**Gate-type map**

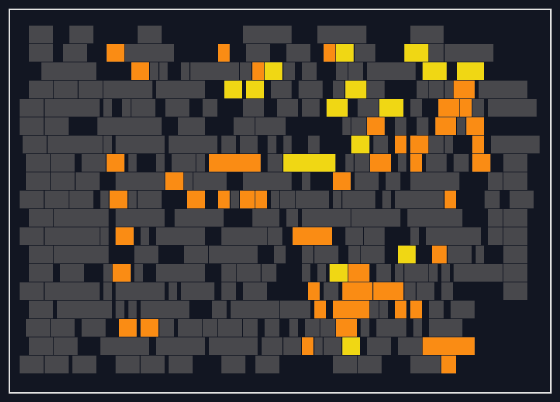
**Nets reached from selected ports**

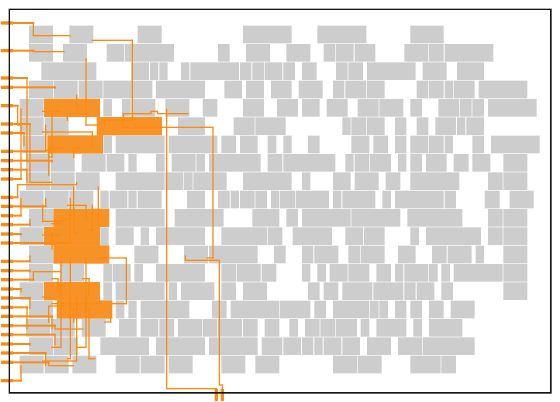
**Routed clock nets over the placement**

Bar = 20 um.
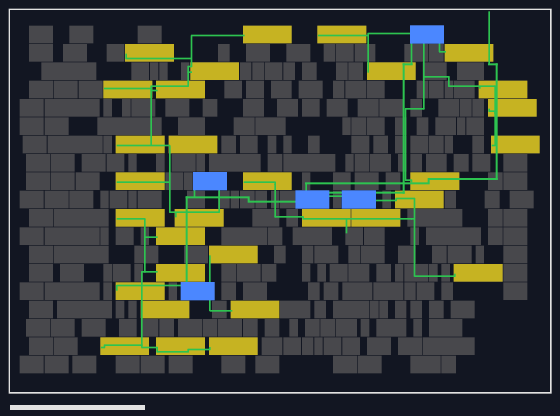
==> config.mk <==
export PLATFORM = sky130hd
export DESIGN_NAME = uart_tx_arb
export DESIGN_NICKNAME = d
export VERILOG_FILES = /design/src/rtl/uart_pkg.sv /design/src/rtl/rr_arbiter.sv /design/src/rtl/uart_tx_arb.sv
export SDC_FILE = /design/constraint.sdc
export NUM_CORES = 1
export LEC_CHECK = 0
export CORE_ASPECT_RATIO = 0.7
export CORE_UTILIZATION = 52
export CTS_CLUSTER_SIZE = 24
export DETAILED_ROUTE_END_ITERATION = 16
export GPL_ROUTABILITY_DRIVEN = 0
export PLACE_DENSITY = 0.83
export RECOVER_POWER = 50
export SYNTH_ARGS = -nofsm -noshare
export SYNTH_HDL_FRONTEND = slang
export SYNTH_HIERARCHICAL = 1
export SYNTH_SLANG_ARGS = --single-unit
==> constraint.sdc <==
create_clock -name clk -period 7.4 [get_ports clk]
set_clock_uncertainty 0.15 [all_clocks]
set_input_delay 2.22 -clock clk [delete_from_list [all_inputs] [get_ports clk]]
set_output_delay 2.22 -clock clk [all_outputs]
set_load 0.05 [all_outputs]
==> impl_metrics.ini <==
; physical design summary
[finish]
final_area_sq_um = 2910
seq_area_share_pct = 21.3
flop_area_sq_um = 621
inv_count = 7
num_antenna_cells = 0
clkbuf_count = 6
n_fill_cell = 321
lay_top_cells = 46 x clkdlybuf4s50_1, 33 x nand2_1, 31 x dfxtp_1
fin_util_pct = 73.0
buffers = 60
flop-count = 31
nets = 343

[power_and_ir_drop]
p_clk_mw = 0.131
p_sw_mw = 0.167
comb-power_mw = 0.171
pwr-share-comb_pct = 34.3
p_total_mw = 0.497
ir_worst_vdd_uv = 92.6
power.density_nw_per_um2 = 171
sequentialPowerShare_pct = 39.3
leakagePower_nw = 1.07
powerSeq_mw = 0.196

[detailed_routing]
highest_layer = met4
drtAntennaViolNets = 0
drt-pass1-iter-count = 6
postRouteWirelength_um = 5360
via_per_inst = 6.07
wl_met1_um = 2400
post_drt_wl_per_cell_um = 15.4
met3_length_um = 553
drc_errors = 0

[final_timing]
drv_slew = 0
min_period_ps = 6530
whs_ps = 315
tightest_slew_ps = 1070
hold_viol = 0
relSlewSlack_pct = 28.6
period_used_pct = 88.3
max_freq_ghz = 0.153
rsz0062_at_grt = no
finalSetupViolations = 0
worst_slack_ps = 868

[critical_path]
crit_top_cell = clkdlybuf4s50_1
cp.required_ps = 5030
critical_path.top_delay_family = buffers and inverters
r2r_slack_ps = 3530
timing_worst_setup_path_type = input pin to primary output
cp_cell_sequence = clkdlybuf4s50_1 -> and3b_1 -> and2_1 -> clkdlybuf4s50_1
path_depth = 4
r2r_cells = 18
cp_data_arrival_time_ps = 4160
crit_slowest_cell = clkdlybuf4s50_1
end_kind = primary output

[hold_path]
hold_class = flop to flop
hold_depth = 2

[floorplan]
core-area_sq_um = 3990
rows = 19
dieHeight_um = 56.7
die_w_um = 80.1
initCoreUtil_pct = 55.6
die_area_sq_um = 4540

[logic_synthesis]
synth_nets = 289
ys.flops = 31
top_area_cell = dfxtp_1
synth.avg_cell_area_sq_um = 9.18
simple_gate_area_share_pct = 26.8
synthXorXnorAreaFrac_pct = 0.394
edf_count = 0
adder_share_pct = 2.25
ys_sh_mux_pct = 16.4
flop_cell = dfxtp_1
top_cells_by_area = dfxtp_1 28%, mux4_2 10%, nand2_1 5.6%, mux2i_1 4.1%, a21boi_0 3.4%
ys_seq_share_pct = 27.9
ys_chip_area_sq_um = 2220
syn-cell-area_sq_um = 2220
aoi_share_pct = 22.4

[placement]
placed_cells_incl_taps = 341
placed_cell_area_sq_um = 2830
place_ws_ps = 905

[global_route]
grt_pass1_wl_um = 9090
gr-total-overflow = 0
use_met1_pct = 36.3
use_met3_pct = 7.97
antenna_found_initial = 0

[clock_tree]
postCtsSetupRepairBufs = 0
clk_pin_slew_ps = 70
htree_num_levels = 2

[outcome]
status = finished, final reports clean
Back to the opening pictures, 'gate-type map':
- non-inverting ao/oa cells: yellow (cells 15)
- aoi and oai cells: orange (cells 45; where spread over the die)
most frequent logic cell in the layout: clkdlybuf4s50_1
Layout Cells excl Fill: 349
multi-input logic portion of the cell area: 52.0%

Back to the opening pictures, 'nets reached from selected ports':
- `req_data`: orange (bits 32; direction input; end cells 8; buffers 32; wire 538 um)
Top Ports: 61
I/O Buffers: 60

Back to the opening pictures, 'routed clock nets over the placement':
- clock-net drivers: blue (count 5)
- clock wires: green (length 429 um)
- flip-flops: yellow (count 31)
- flops lie: spread over the die
- routed clock nets: 6
part of the power in the clock network: 26.3%
Late-Pin Clk Latency: 280 ps

Power and IR drop assume default switching activity.
